### src/rtl/sap_ctrl_seq.sv
// ---------------------------------------------------------------------------
// sap_ctrl_seq
// Controller-sequencer for the 8-bit SAP datapath. A six-state one-hot ring
// counter (T1..T6) steps each instruction through fetch and execute. The IR
// opcode is decoded into the load/enable/count strobes for the PC, MAR, RAM,
// IR, accumulator, register B, ALU and output register.
//
// Ports
//   CLK     in   system clock, all state changes on the rising edge
//   nCLR    in   synchronous active-low clear
//   opcode  in   [3:0] IR upper nibble, only looked at in T4..T6
//   Cp      out  PC increment
//   Ep      out  PC drives DBUS
//   Lm      out  MAR loads from DBUS
//   CE      out  RAM drives DBUS
//   Li      out  IR loads from DBUS
//   Ei      out  IR operand nibble drives DBUS
//   La      out  accumulator loads from DBUS
//   Ea      out  accumulator drives DBUS
//   Su      out  ALU op select (0 add, 1 subtract)
//   Eu      out  ALU drives DBUS
//   Lb      out  register B loads from DBUS
//   Lo      out  output register loads from DBUS
//   HLT     out  halted flag (also gates the system clock)
//   T       out  [5:0] one-hot ring state, bit0 = T1 .. bit5 = T6
// ---------------------------------------------------------------------------
module sap_ctrl_seq #(
    parameter bit SHORT_CYCLE = 1'b0
) (
    input  logic       CLK,
    input  logic       nCLR,
    input  logic [3:0] opcode,
    output logic       Cp,
    output logic       Ep,
    output logic       Lm,
    output logic       CE,
    output logic       Li,
    output logic       Ei,
    output logic       La,
    output logic       Ea,
    output logic       Su,
    output logic       Eu,
    output logic       Lb,
    output logic       Lo,
    output logic       HLT,
    output logic [5:0] T
);

    localparam logic [3:0] OP_LDA = 4'h0;
    localparam logic [3:0] OP_ADD = 4'h1;
    localparam logic [3:0] OP_SUB = 4'h2;
    localparam logic [3:0] OP_OUT = 4'hE;
    localparam logic [3:0] OP_HLT = 4'hF;

    localparam logic [5:0] T1 = 6'b000001;
    localparam logic [5:0] T2 = 6'b000010;
    localparam logic [5:0] T3 = 6'b000100;
    localparam logic [5:0] T4 = 6'b001000;
    localparam logic [5:0] T5 = 6'b010000;
    localparam logic [5:0] T6 = 6'b100000;

    logic [5:0] t_q;
    logic [5:0] t_d;
    logic       halt_q;
    logic       halt_d;
    logic [5:0] t_rot_s;

    // True when exactly one bit of the ring is set.
    function automatic logic is_onehot6(input logic [5:0] v);
        logic [2:0] n;
        n = 3'd0;
        for (int i = 0; i < 6; i++) begin
            n = n + {2'b00, v[i]};
        end
        return (n == 3'd1);
    endfunction

    assign t_rot_s = {t_q[4:0], t_q[5]};
    assign T       = t_q;

    // State register: ring counter and halt latch, synchronous clear.
    always_ff @(posedge CLK) begin
        if (!nCLR) begin
            t_q    <= T1;
            halt_q <= 1'b0;
        end else begin
            t_q    <= t_d;
            halt_q <= halt_d;
        end
    end

    // Next-state logic: ring advance, halt freeze and optional early return to T1.
    always_comb begin
        t_d    = t_rot_s;
        halt_d = halt_q;
        if (!is_onehot6(t_q)) begin
            // A corrupted ring restarts the instruction rather than wandering.
            t_d = T1;
        end else if (halt_q) begin
            t_d = t_q;
        end else begin
            case (t_q)
                T4: begin
                    case (opcode)
                        OP_HLT: begin
                            halt_d = 1'b1;
                            t_d    = t_q;
                        end
                        OP_LDA, OP_ADD, OP_SUB: t_d = t_rot_s;
                        // OUT and undefined opcodes have nothing left after T4.
                        default: t_d = SHORT_CYCLE ? T1 : t_rot_s;
                    endcase
                end
                T5: begin
                    if (SHORT_CYCLE && (opcode == OP_LDA)) begin
                        t_d = T1;
                    end else begin
                        t_d = t_rot_s;
                    end
                end
                default: t_d = t_rot_s;
            endcase
        end
    end

    // Output decode: control word from ring state, halt latch and opcode.
    always_comb begin
        Cp  = 1'b0;
        Ep  = 1'b0;
        Lm  = 1'b0;
        CE  = 1'b0;
        Li  = 1'b0;
        Ei  = 1'b0;
        La  = 1'b0;
        Ea  = 1'b0;
        Su  = 1'b0;
        Eu  = 1'b0;
        Lb  = 1'b0;
        Lo  = 1'b0;
        HLT = 1'b0;
        if (!nCLR) begin
            HLT = 1'b0;
        end else if (halt_q) begin
            HLT = 1'b1;
        end else begin
            case (t_q)
                T1: begin
                    Ep = 1'b1;
                    Lm = 1'b1;
                end
                T2: Cp = 1'b1;
                T3: begin
                    CE = 1'b1;
                    Li = 1'b1;
                end
                T4: begin
                    case (opcode)
                        OP_LDA, OP_ADD, OP_SUB: begin
                            Ei = 1'b1;
                            Lm = 1'b1;
                        end
                        OP_OUT: begin
                            Ea = 1'b1;
                            Lo = 1'b1;
                        end
                        // HLT shows up in T4 before the latch sets on the edge.
                        OP_HLT:  HLT = 1'b1;
                        default: HLT = 1'b0;
                    endcase
                end
                T5: begin
                    case (opcode)
                        OP_LDA: begin
                            CE = 1'b1;
                            La = 1'b1;
                        end
                        OP_ADD, OP_SUB: begin
                            CE = 1'b1;
                            Lb = 1'b1;
                        end
                        default: HLT = 1'b0;
                    endcase
                end
                T6: begin
                    case (opcode)
                        OP_ADD: begin
                            Eu = 1'b1;
                            La = 1'b1;
                        end
                        OP_SUB: begin
                            Eu = 1'b1;
                            La = 1'b1;
                            Su = 1'b1;
                        end
                        default: HLT = 1'b0;
                    endcase
                end
                default: HLT = 1'b0;
            endcase
        end
    end

endmodule

### config.mk
export PLATFORM = sky130hd
export DESIGN_NAME = sap_ctrl_seq
export DESIGN_NICKNAME = d
export VERILOG_FILES = /design/src/rtl/sap_ctrl_seq.sv
export SDC_FILE = /design/constraint.sdc
export NUM_CORES = 1
export LEC_CHECK = 0
export ABC_AREA = 1
export CAP_MARGIN = 20
export CELL_PAD_IN_SITES_DETAIL_PLACEMENT = 1
export CELL_PAD_IN_SITES_GLOBAL_PLACEMENT = 2
export CORE_ASPECT_RATIO = 0.9
export CORE_UTILIZATION = 22
export CTS_CLUSTER_SIZE = 16
export DETAILED_ROUTE_END_ITERATION = 8
export GPL_ROUTABILITY_DRIVEN = 0
export PLACE_DENSITY = 0.86
export SYNTH_ARGS = -nofsm -noshare
export SYNTH_HDL_FRONTEND = slang
export SYNTH_SLANG_ARGS = --single-unit
### constraint.sdc
create_clock -name CLK -period 3.42 [get_ports CLK]
set_input_delay 0.513 -clock CLK [delete_from_list [all_inputs] [get_ports CLK]]
set_output_delay 0.513 -clock CLK [all_outputs]
set_load 0.05 [all_outputs]
==> CHANGELOG.md, run 1 <==
### Changed

* Simple-gate area share of the yosys netlist at 44.3%
* Mapped Cells at 100
* GR Layer Usage met2 at 22.2%
* Cell Area, Placed at 963 µm²
* Min cycle time layout at 2.93 ns
* Vias in the first global route at 713
* GRT Residual Overflow at 0
* Dominant combinational family: simple AND/OR/NAND/NOR gates
* Unique cell types at 22
* TritonCTS clock tree: done
* Endpoints failing setup at 0
* Fill count at ~370
* Max Used Layer: met4
* Initial DRC count at 12
* Yosys cell count at approximately 100
* Well tap count at 40
* Hold EP: T[0]
* OpenROAD warning count at 29
* CTS Buf Count at 3
* Top-count cell post-synth: nor2_1
* Critical Path End: Ea
* Antenna Nets Post-Route at 0
* Sequential share of cell area at 14.2%
* DP HPWL at about 1500 µm
* WP buf/inv at 3
* Ant. Diodes at 0
* Complex Gates by Area at under 10%
* CTS max path bufs at 2
* Fp_density at a little under a quarter
* Non-clock inverter count in the final layout at 18
* Logic share of the area at 47.0%
* Post-DR wirelength/cell at 11.2 µm
* Post_cts resized at 0
* Tot GR Track Use at 13.0%
* M1 GR Usage at between 10% and 20%
* Synth warnings at 0
* Combinational power at 0.000321 W
* Post-Synth XOR/XNOR Area at 0%
* # IOs at 25
* GRT busiest layer: met2
* Largest cells by area: dfxtp_1, nor2_1, fa_1
* Logic pwr share at 62.8%
* Hold Vio Cnt, Final at 0
* Clk ins delay skew pair at 0.26 ns
* Setup ws final at between 0.4 and 0.5 ns
* CP endpoint kind: output port
* Ys flop type: dfxtp_1
* Crit path launch type: input pin
* H-tree Lvls at 1
* Clock Skew at between 0.006 and 0.007 ns
* DR WL met3 at 95 µm
* Max-cap check violation count at 0
* Nonclk buf count at 24
* Worst setup startpoint: nCLR
* CTS root buf: clkbuf_4
* Max-slew violation count at 0
* Sink Count at 7
* DIE AREA at 0.00334 mm²
* # nets final at between 100 and 150
* Seq group at roughly 0.00011 W
* First-pass GRT wire length at 3180 µm
* Pwr Density at between 500 and 600 mW/mm²
* Sw power at roughly 0.00026 W
* Area leader, netlist: dfxtp_1
* Clk. pwr at 0.0000793 W
* Post-route setup TNS at 0 ns
* Switch share at 51.7%
* Post-synth EDFFs at 0
* Status: complete, no violations
* Crit-path leading delay family: buffers and inverters
* Flop pwr share at ~22%
* Lkg Pwr at 0.449 nW
* Via count at 709
* Top cell by count, worst path: clkdlybuf4s50_1
* Worst reg2reg setup slack at 0.59 ns
* R2r endpoint: T[3]
* Commonest Layout Cell: clkdlybuf4s50_1
* Biggest consumer: combinational logic
* Register cell area after layout at around 140 µm²
* Area grow syn2layout at 44.3%
* Setup Fix Bufs, Post-CTS at 0
* Area reported by Yosys stat at 686 µm²
* DRC at 0
* Routed length on met1 at 909 µm
* Top cells by count, synth: nor2_1, nand2_1, inv_1, nand3_1, dfxtp_1
* Worst path slowest cell: clkdlybuf4s50_1
* Max reg flops at 6
* MUX share of area at 1.46%
* Finished layout cell area at approximately 1000 µm²
* Post-synthesis sequential area ratio at 20.4%
* Syn_nets at 113
* Largest net degree at the start of global routing at 12
* DR WL met2 at 822 µm
* Unrepaired setup endpoints after global routing: false
* WS Path Type: input pin to output port
* Rel. slew slack at approximately two thirds
* Share of cells above drive strength 1 at a little over an eighth
* Hold Path Cell Cnt at 2
* Clkbuf count at 4
* Fin cells at about 170
* WHS at around 0.52 ns
* Comb gates at between 70 and 80
* R2R cell count at 13
* Syn Area/Cell at slightly below 7 µm²
* Pre-CTS WS at 0.467 ns
* Overall Power at 0.000511 W
* Worst slew pin tran at 0.509 ns
* Adder Share, Synth at between 15 and 20%
* R2R Path Start: T[0]
* Int Pwr at 0.000247 W
* Endpoint arrival time on the critical path at 2.42 ns
* CP Cell Sequence: clkdlybuf4s50_1 > inv_1 > nor2_4 > nand3b_1 > nor4_2 > clkdlybuf4s50_1
* Flops at 7
* Vias per cell at between 4 and 5
* Final period util at between 80% and 90%
* Worst vdd ir at between 0.15 and 0.2 mV
* Cell type taking the most area: multi-input combinational cells
* TritonRoute pass-1 iters at 3
* FMAX at 0.341 GHz
* GR met3 Demand/Resource at 1.63%
* Post-Route WL at 1860 µm
* Initial antenna violation count at 0
* Req. time, crit path at ~2.9 ns
* Critical-path maximum fanout at 6
* Synthesized area at 686 µm²
* Flops out of synthesis at 7
* Layout non-clock buf frac at around a quarter
* Hold Path Origin: T[0]
* Clock share of power at 15.5%
* CP max stage delay at between 0.8 and 0.9 ns
* Area share, top type at 20.4%
* Worst hold path type: flop to flop
Run 1, routed metal, one colour a layer:
The bar under the picture is 20 µm long.
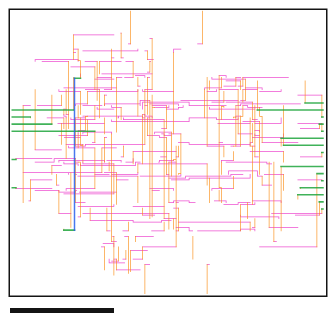
- green: met3 (wire length 95.9 µm)
- orange: met2 (wire length 823 µm)
- magenta: met1 (wire length 910 µm)
- blue: met4 (wire length 29.2 µm)

Run 1, I/O pins on the die edge:
Pins as bars across the die edge, other pins in grey.
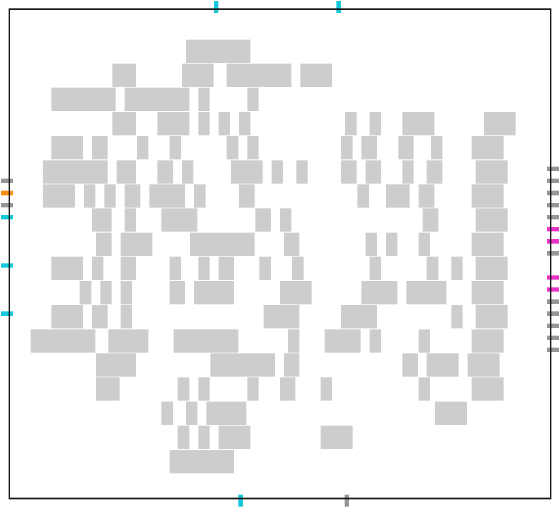
- cyan: T (pins 6; direction output; edge 3 west, 2 north, 1 south)
- magenta: opcode (pins 4; direction input; edge east)
- orange: nCLR (pins 1; direction input; edge west)
die height: 55.0 µm
Port Buffer Count: 24
die width: 60.8 µm

Run 1, signal metal coverage by tile:
The bar under the picture is 20 µm long. 12 x 11 tiles, from dark blue (low) to red (high), scaled to the fullest tile. Values are wire area over tile area, all layers added.
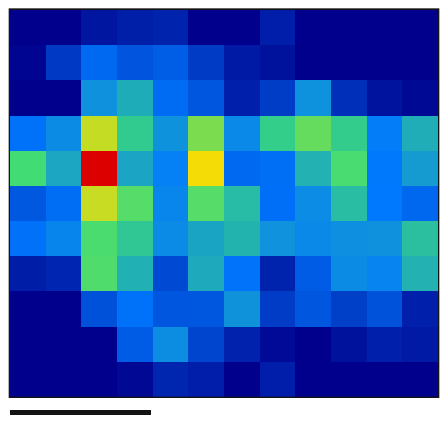
- nearly empty tiles: 24%
- fullest tile: 0.42
- mean over tiles: 0.088

Run 1, placement by cell class:
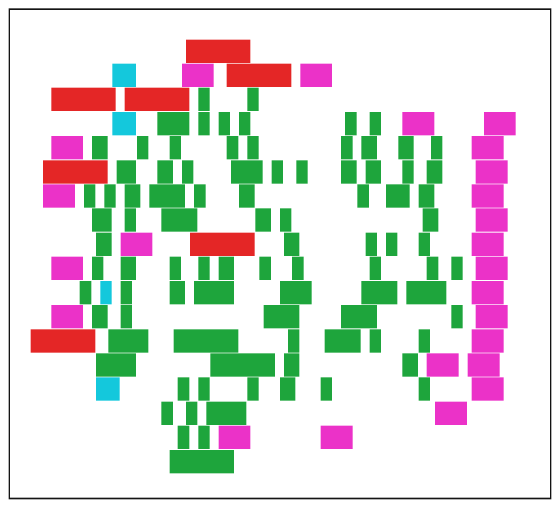
- cyan: clock drivers and dummy loads (cells 4; share of their area 2.8%)
- magenta: other buffers and delay cells (cells 24; share of their area 26%)
- red: flip-flops (cells 7; share of their area 15%)
- green: all other logic (cells 91; share of their area 57%)
Final Util: 34.6%
site row count: 18

==> inputs of run 2 (changes only) <==
Settings changed: CTS_CLUSTER_SIZE 16 to 10, SLEW_MARGIN set to 20.
Run 2, signal metal coverage by tile:
The bar under the picture is 20 µm long. 12 x 11 tiles, from dark blue (low) to red (high), scaled to the fullest tile. Values are wire area over tile area, all layers added.
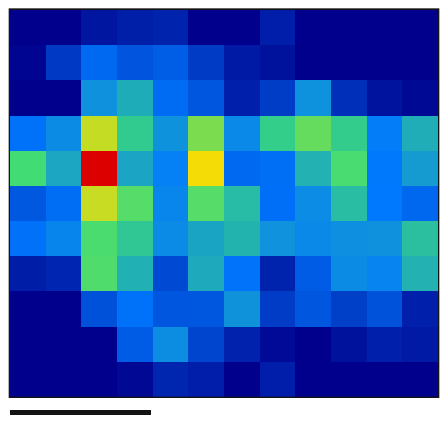
- tiles over half the peak: 9.1%
- densest ninth of the die: west
- nearly empty tiles: 24%
Tot GR Track Use: 13.0%
via count: 709
Post-Route WL: 1860 µm
post-DR wirelength/cell: 11.2 µm

==> CHANGELOG.md, run 2 <==
### Changed

* Yosys cell count at 100 (unchanged)
* Comb gates at 73 (unchanged)
* DIE AREA at 0.00334 mm² (unchanged)
* Sequential share of cell area at 14.2% (unchanged)
* Worst reg2reg setup slack at 0.59 ns (about the same)
* R2R Path Start: T[0] (unchanged)
* Hold Vio Cnt, Final at 0 (unchanged)
* Well tap count at 40 (unchanged)
* CP Cell Sequence: clkdlybuf4s50_1 > inv_1 > nor2_4 > nand3b_1 > nor4_2 > clkdlybuf4s50_1 (unchanged)
* Overall Power at 0.000511 W (unchanged)
* WHS at 0.519 ns (unchanged)
* Switch share at 51.7% (unchanged)
* Syn Area/Cell at 6.86 µm² (unchanged)
* Worst path slowest cell: clkdlybuf4s50_1 (unchanged)
* Biggest consumer: combinational logic (unchanged)
* Lkg Pwr at 0.449 nW (unchanged)
* # nets final at 140 (unchanged)
* Vias per cell at 4.27 (unchanged)
* Top-count cell post-synth: nor2_1 (unchanged)
* Sw power at 0.000264 W (unchanged)
* Logic pwr share at 62.8% (about the same)
* Int Pwr at 0.000247 W (unchanged)
* Final period util at 85.6% (unchanged)
* Sink Count at 7 (unchanged)
* M1 GR Usage at 16.1% (unchanged)
* First-pass GRT wire length at 3180 µm (unchanged)
* Largest cells by area: dfxtp_1, nor2_1, fa_1 (unchanged)
* R2r endpoint: T[3] (unchanged)
* Pre-CTS WS at 0.467 ns (unchanged)
* Rel. slew slack at 66.0% (unchanged)
* Layout non-clock buf frac at 24.3% (unchanged)
* MUX share of area at 1.46% (unchanged)
* Register cell area after layout at 140 µm² (unchanged)
* Final Util at 34.6% (unchanged)
* Clk. pwr at 0.0000793 W (about the same)
* Worst slew pin tran at 0.509 ns (unchanged)
* Antenna Nets Post-Route at 0 (unchanged)
* Setup Fix Bufs, Post-CTS at 0 (unchanged)
* R2R cell count at 13 (unchanged)
* DR WL met2 at 822 µm (unchanged)
* Worst hold path type: flop to flop (unchanged)
* Req. time, crit path at 2.91 ns (about the same)
* Clk ins delay skew pair at 0.26 ns (about the same)
* Die height at 55.0 µm (unchanged)
* Cell Area, Placed at 963 µm² (unchanged)
* CTS max path bufs at 2 (unchanged)
* Top cell by count, worst path: clkdlybuf4s50_1 (unchanged)
* Synthesized area at 686 µm² (unchanged)
* Unique cell types at 22 (unchanged)
* CP endpoint kind: output port (unchanged)
* Syn_nets at 113 (unchanged)
* Max-cap check violation count at 0 (unchanged)
* Dominant combinational family: simple AND/OR/NAND/NOR gates (unchanged)
* H-tree Lvls at 1 (unchanged)
* GR Layer Usage met2 at 22.2% (unchanged)
* Seq group at 0.000111 W (about the same)
* Post_cts resized at 0 (unchanged)
* Post-synthesis sequential area ratio at 20.4% (unchanged)
* Post-Synth XOR/XNOR Area at 0% (unchanged)
* Initial antenna violation count at 0 (unchanged)
* Status: complete, no violations (unchanged)
* Post-synth EDFFs at 0 (unchanged)
* Clock Skew at 0.00668 ns (unchanged)
* Port Buffer Count at 24 (unchanged)
* Crit path launch type: input pin (unchanged)
* Complex Gates by Area at 5.11% (unchanged)
* WP buf/inv at 3 (unchanged)
* FMAX at 0.341 GHz (unchanged)
* # IOs at 25 (unchanged)
* Ys flop type: dfxtp_1 (unchanged)
* Commonest Layout Cell: clkdlybuf4s50_1 (unchanged)
* Min cycle time layout at 2.93 ns (unchanged)
* Critical-path maximum fanout at 6 (unchanged)
* CP max stage delay at 0.85 ns (about the same)
* Hold Path Cell Cnt at 2 (unchanged)
* Routed length on met1 at 909 µm (unchanged)
* OpenROAD warning count at 29 (unchanged)
* Top cells by count, synth: nor2_1, nand2_1, inv_1, nand3_1, dfxtp_1 (unchanged)
* Logic share of the area at 47.0% (unchanged)
* Share of cells above drive strength 1 at 13.5% (unchanged)
* WS Path Type: input pin to output port (unchanged)
* Mapped Cells at 100 (unchanged)
* Critical Path End: Ea (unchanged)
* Worst setup startpoint: nCLR (unchanged)
* Synth warnings at 0 (unchanged)
* Unrepaired setup endpoints after global routing: false (unchanged)
* Fin cells at 166 (unchanged)
* Fp_density at 24.0% (unchanged)
* Largest net degree at the start of global routing at 12 (unchanged)
* Simple-gate area share of the yosys netlist at 44.3% (unchanged)
* Flops at 7 (unchanged)
* Pwr Density at 516 mW/mm² (unchanged)
* Die width at 60.8 µm (unchanged)
* Area reported by Yosys stat at 686 µm² (unchanged)
* Endpoint arrival time on the critical path at 2.42 ns (about the same)
* Post-route setup TNS at 0 ns (unchanged)
* Max reg flops at 6 (unchanged)
* Hold EP: T[0] (unchanged)
* Non-clock inverter count in the final layout at 18 (unchanged)
* DR WL met3 at 95 µm (unchanged)
* DRC at 0 (unchanged)
* Adder Share, Synth at 16.1% (unchanged)
* Clock share of power at 15.5% (about the same)
* TritonRoute pass-1 iters at 3 (unchanged)
* Finished layout cell area at 990 µm² (unchanged)
* Site row count at 18 (unchanged)
* Nonclk buf count at 24 (unchanged)
* GRT busiest layer: met2 (unchanged)
* Flop pwr share at 21.7% (about the same)
* GR met3 Demand/Resource at 1.63% (unchanged)
* Combinational power at 0.000321 W (about the same)
* Cell type taking the most area: multi-input combinational cells (unchanged)
* Vias in the first global route at 713 (unchanged)
* TritonCTS clock tree: done (unchanged)
* CTS root buf: clkbuf_4 (unchanged)
* CTS Buf Count at 3 (unchanged)
* Endpoints failing setup at 0 (unchanged)
* Crit-path leading delay family: buffers and inverters (unchanged)
* Clkbuf count at 4 (unchanged)
* Flops out of synthesis at 7 (unchanged)
Power and IR drop assume default switching activity.
